### config.mk
export PLATFORM = sky130hd
export DESIGN_NAME = a_emission_rs232
export DESIGN_NICKNAME = d
export VERILOG_FILES = /design/src/rtl/rs232_pkg.sv /design/src/rtl/a_baud_tick_tx.sv /design/src/rtl/a_emission_rs232.sv
export SDC_FILE = /design/constraint.sdc
export NUM_CORES = 1
export LEC_CHECK = 0
export CORE_ASPECT_RATIO = 2
export CORE_MARGIN = 2
export CORE_UTILIZATION = 43
export CTS_CLUSTER_SIZE = 16
export DETAILED_ROUTE_END_ITERATION = 16
export DONT_BUFFER_PORTS = 1
export GPL_ROUTABILITY_DRIVEN = 0
export REMOVE_ABC_BUFFERS = 1
export SYNTH_ARGS = -nofsm -noshare
export SYNTH_HDL_FRONTEND = slang
export SYNTH_SLANG_ARGS = --single-unit
export TNS_END_PERCENT = 5
### constraint.sdc
create_clock -name clk_ref -period 10.7 [get_ports clk_ref]
set_input_delay 3.21 -clock clk_ref [delete_from_list [all_inputs] [get_ports clk_ref]]
set_output_delay 3.21 -clock clk_ref [all_outputs]
set_load 0.02 [all_outputs]
### src/rtl/rs232_pkg.sv
// Shared definitions for the RS232 transmit path: state encoding, counter widths
// and frame arithmetic helpers.
package rs232_pkg;

    localparam int DIV_W   = 12;
    localparam int PRESC_W = 4;

    typedef enum logic [2:0] {
        ST_IDLE   = 3'd0,
        ST_START  = 3'd1,
        ST_DATA   = 3'd2,
        ST_PARITY = 3'd3,
        ST_STOP   = 3'd4
    } tx_state_e;

    // Number of bit periods in one frame on the line.
    function automatic int frame_len(input int data_bits, input int parity_en, input int stop_bits);
        return 1 + data_bits + parity_en + stop_bits;
    endfunction

    // Unused upper bits must be zero; they do not disturb the XOR.
    function automatic logic parity_bit(input logic [7:0] data, input logic odd);
        return (^data) ^ odd;
    endfunction

endpackage

### src/rtl/a_baud_tick_tx.sv
// Bit-period timer: prescaler (val_div+1 cycles per tick) followed by a tick
// counter (div_freq ticks per bit). bit_end_o marks the last cycle of a bit.
module a_baud_tick_tx
    import rs232_pkg::*;
(
    input  logic               clk_ref,
    input  logic               rst_n,
    input  logic               load_i,
    input  logic               clear_i,
    input  logic [DIV_W-1:0]   div_freq_i,
    input  logic [PRESC_W-1:0] val_div_i,
    output logic               bit_end_o
);

    logic [DIV_W-1:0]   div_q, div_d;
    logic [PRESC_W-1:0] val_q, val_d;
    logic [PRESC_W-1:0] presc_q, presc_d;
    logic [DIV_W-1:0]   tick_cnt_q, tick_cnt_d;
    logic               tick_s;
    logic               bit_end_s;

    // Terminal tests use >= so neither counter can run past its limit and wrap.
    assign tick_s    = (presc_q >= val_q);
    assign bit_end_s = tick_s && (({1'b0, tick_cnt_q} + 13'd1) >= {1'b0, div_q});
    assign bit_end_o = bit_end_s && !clear_i;

    // Next-state for the latched divider settings and both counters.
    always_comb begin
        div_d      = div_q;
        val_d      = val_q;
        presc_d    = presc_q;
        tick_cnt_d = tick_cnt_q;
        if (load_i) begin
            div_d = div_freq_i;
            val_d = val_div_i;
        end else begin
            div_d = div_q;
            val_d = val_q;
        end
        if (clear_i) begin
            presc_d    = {PRESC_W{1'b0}};
            tick_cnt_d = {DIV_W{1'b0}};
        end else if (tick_s) begin
            presc_d    = {PRESC_W{1'b0}};
            tick_cnt_d = bit_end_s ? {DIV_W{1'b0}} : (tick_cnt_q + 12'd1);
        end else begin
            presc_d    = presc_q + 4'd1;
        end
    end

    // Counter and settings registers.
    always_ff @(posedge clk_ref or negedge rst_n) begin
        if (!rst_n) begin
            div_q      <= {DIV_W{1'b0}};
            val_q      <= {PRESC_W{1'b0}};
            presc_q    <= {PRESC_W{1'b0}};
            tick_cnt_q <= {DIV_W{1'b0}};
        end else begin
            div_q      <= div_d;
            val_q      <= val_d;
            presc_q    <= presc_d;
            tick_cnt_q <= tick_cnt_d;
        end
    end

endmodule

### src/rtl/a_emission_rs232.sv
// RS232 transmitter: serialises one byte per handshake at the baud rate measured
// by the receive side; start, LSB-first data, optional parity, stop bit(s).
module a_emission_rs232
    import rs232_pkg::*;
#(
    parameter int DATA_BITS  = 8,
    parameter int PARITY_EN  = 0,
    parameter int PARITY_ODD = 0,
    parameter int STOP_BITS  = 1
) (
    input  logic                 clk_ref,
    input  logic                 rst_n,
    input  logic [DIV_W-1:0]     div_freq,
    input  logic [PRESC_W-1:0]   val_div,
    input  logic                 flag_first,
    input  logic [DATA_BITS-1:0] tx_data,
    input  logic                 tx_valid,
    output logic                 tx_ready,
    output logic                 tx_busy,
    output logic                 tx_done,
    output logic                 t_do
);

    localparam int IDX_W = (DATA_BITS > 1) ? $clog2(DATA_BITS) : 1;

    tx_state_e            state_q, state_d;
    logic [IDX_W-1:0]     bit_idx_q, bit_idx_d;
    logic                 stop_idx_q, stop_idx_d;
    logic [DATA_BITS-1:0] data_q, data_d;
    logic                 t_do_q, t_do_d;
    logic                 ready_q, ready_d;
    logic                 accept_s;
    logic                 bit_end_s;
    logic                 last_stop_s;

    assign accept_s    = tx_valid && ready_q;
    assign last_stop_s = (stop_idx_q == 1'(STOP_BITS - 1));

    a_baud_tick_tx u_tick (
        .clk_ref    (clk_ref),
        .rst_n      (rst_n),
        .load_i     (accept_s),
        .clear_i    (state_q == ST_IDLE),
        .div_freq_i (div_freq),
        .val_div_i  (val_div),
        .bit_end_o  (bit_end_s)
    );

    // State register and frame bookkeeping.
    always_ff @(posedge clk_ref or negedge rst_n) begin
        if (!rst_n) begin
            state_q    <= ST_IDLE;
            bit_idx_q  <= {IDX_W{1'b0}};
            stop_idx_q <= 1'b0;
            data_q     <= {DATA_BITS{1'b0}};
            t_do_q     <= 1'b1;
            ready_q    <= 1'b0;
        end else begin
            state_q    <= state_d;
            bit_idx_q  <= bit_idx_d;
            stop_idx_q <= stop_idx_d;
            data_q     <= data_d;
            t_do_q     <= t_do_d;
            ready_q    <= ready_d;
        end
    end

    // Next-state: every transition except acceptance waits for the end of a bit.
    always_comb begin
        state_d    = state_q;
        bit_idx_d  = bit_idx_q;
        stop_idx_d = stop_idx_q;
        data_d     = data_q;
        case (state_q)
            ST_IDLE: begin
                if (accept_s) begin
                    state_d    = ST_START;
                    data_d     = tx_data;
                    bit_idx_d  = {IDX_W{1'b0}};
                    stop_idx_d = 1'b0;
                end else begin
                    state_d    = ST_IDLE;
                end
            end
            ST_START: begin
                if (bit_end_s) begin
                    state_d   = ST_DATA;
                    bit_idx_d = {IDX_W{1'b0}};
                end else begin
                    state_d   = ST_START;
                end
            end
            ST_DATA: begin
                if (bit_end_s && (bit_idx_q == IDX_W'(DATA_BITS - 1))) begin
                    state_d    = (PARITY_EN != 0) ? ST_PARITY : ST_STOP;
                    stop_idx_d = 1'b0;
                end else if (bit_end_s) begin
                    bit_idx_d  = bit_idx_q + 1'b1;
                end else begin
                    state_d    = ST_DATA;
                end
            end
            ST_PARITY: begin
                if (bit_end_s) begin
                    state_d    = ST_STOP;
                    stop_idx_d = 1'b0;
                end else begin
                    state_d    = ST_PARITY;
                end
            end
            ST_STOP: begin
                if (bit_end_s && last_stop_s) begin
                    state_d    = ST_IDLE;
                end else if (bit_end_s) begin
                    stop_idx_d = stop_idx_q + 1'b1;
                end else begin
                    state_d    = ST_STOP;
                end
            end
            default: begin
                state_d = ST_IDLE;
            end
        endcase
    end

    // Line level and readiness are decoded from the next state so both leave a flop.
    always_comb begin
        t_do_d = 1'b1;
        case (state_d)
            ST_IDLE:   t_do_d = 1'b1;
            ST_START:  t_do_d = 1'b0;
            ST_DATA:   t_do_d = data_d[bit_idx_d];
            ST_PARITY: t_do_d = parity_bit(8'(data_d), 1'(PARITY_ODD));
            ST_STOP:   t_do_d = 1'b1;
            default:   t_do_d = 1'b1;
        endcase
        ready_d = (state_d == ST_IDLE) && flag_first && (div_freq != 12'd0);
    end

    assign t_do     = t_do_q;
    assign tx_ready = ready_q;
    assign tx_busy  = (state_q != ST_IDLE);
    assign tx_done  = (state_q == ST_STOP) && last_stop_s && bit_end_s;

endmodule

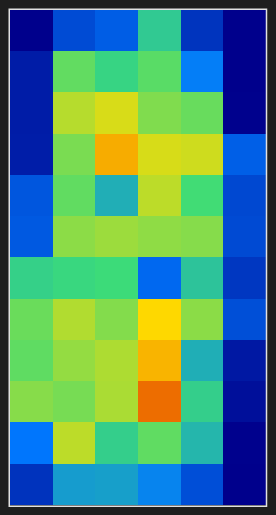
Fig. 1. Cell area per tile.
Drawn at 4 px/um. The die is cut into 6 by 12 equal tiles; dark blue is low, red is high, 0 to 100% covered.
The emptiest ninth of the die: lower right. 8.3% of the tiles are nearly empty. The mean over all tiles is 40%.
floorplan utilization: 44.5%
core area: 0.00694 mm2
fin util: 47.4%

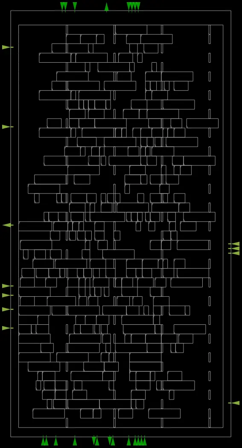
Fig. 2. Cell outlines without signal wires.
Tapcells: 90
fraction of area in registers: 37.3%
fillers: 645
Flops: 49
post-route non-filler standard cell count: 379

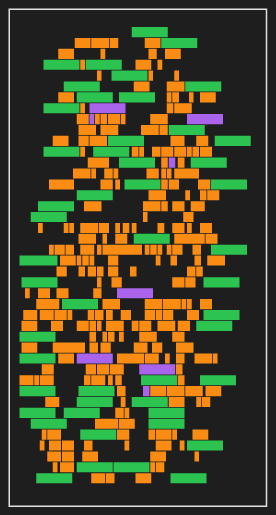
Fig. 3. Cell classes on the final placement.
Drawn at 4 px/um.
Key: orange = all other logic [cells 232, share of their area 57%]; purple = clock drivers and dummy loads [cells 8, share of their area 4.4%]; green = flops [cells 49, share of their area 39%]

==> out/qor.yml <==
status:
  status: "finished clean"
yosys:
  mappedNetlistArea_mm2: 0.00309
  yosys_warnings: 0
  largest_area_cell: "dfrtp_1"
  area_leaders: "dfrtp_1 (39%), ha_1 (8.5%), mux2_2 (6.9%)"
  yosys_cells: 286
  yosys.stat.seqShare_pct: 39.7
  ys_sh_xor_pct: 5.55
detailed_routing:
  wl_met2_um: 3950
  wl_per_cell_um: 17.8
  antenna_left: 0
  avgViaCountPerCell: 5.55
  drc: 0
critical_path:
  worst-path-stages: 11
  crit_chain: "ha_1 -> nand3_4 -> or3_2 -> nor2_1 -> xor2_1 -> ha_1 -> nand3_1 -> nor3_2 -> a211o_1 -> o21ai_1 -> nor4b_1"
  path_class: "flop to output pin"
  rrSetupSlack_ps: 6410
  worstPathMaxFanout: 5
  cp_num_buf_inv: 0
  r2r_cells: 19
  critPathLaunchType: "flop"
placed_design:
  dp_cells: 371
  hpwlAfterDp_um: 5260
  pre_cts_ws_ps: 4020
hold_path:
  worstHoldStart: "u_tick.presc_q[0]"
  whs_path_depth: 1
power:
  p_switching_uw: 299
  vdd_ir_drop_max_mv: 0.235
  powerSeq_uw: 286
layout:
  area_delta_synth_final_pct: 6.60
  layout-drive-gt1-share_pct: 20.1
  num-nonclk-buffers: 0
  antennaDiodeCount: 0
  dominant-cell-class: "combinational gates"
floorplan:
  ios: 32
  die_h_um: 124
global_routing:
  grt_pass1_vias: 2300
  grt_start_max_net_pins: 50
  antenna_found_initial: 0
  grt_pass1_wl_um: 11000
final_timing:
  maxSlewViolCount: 0
  period_used_pct: 65.2
  setup_slack_ps: 3720
clock_network:
  htree_levels: 2
  cts-root-buf: "clkbuf_16"
  cts_resized: 0
Power figures rest on the tool's default switching activity, not on a simulated workload.
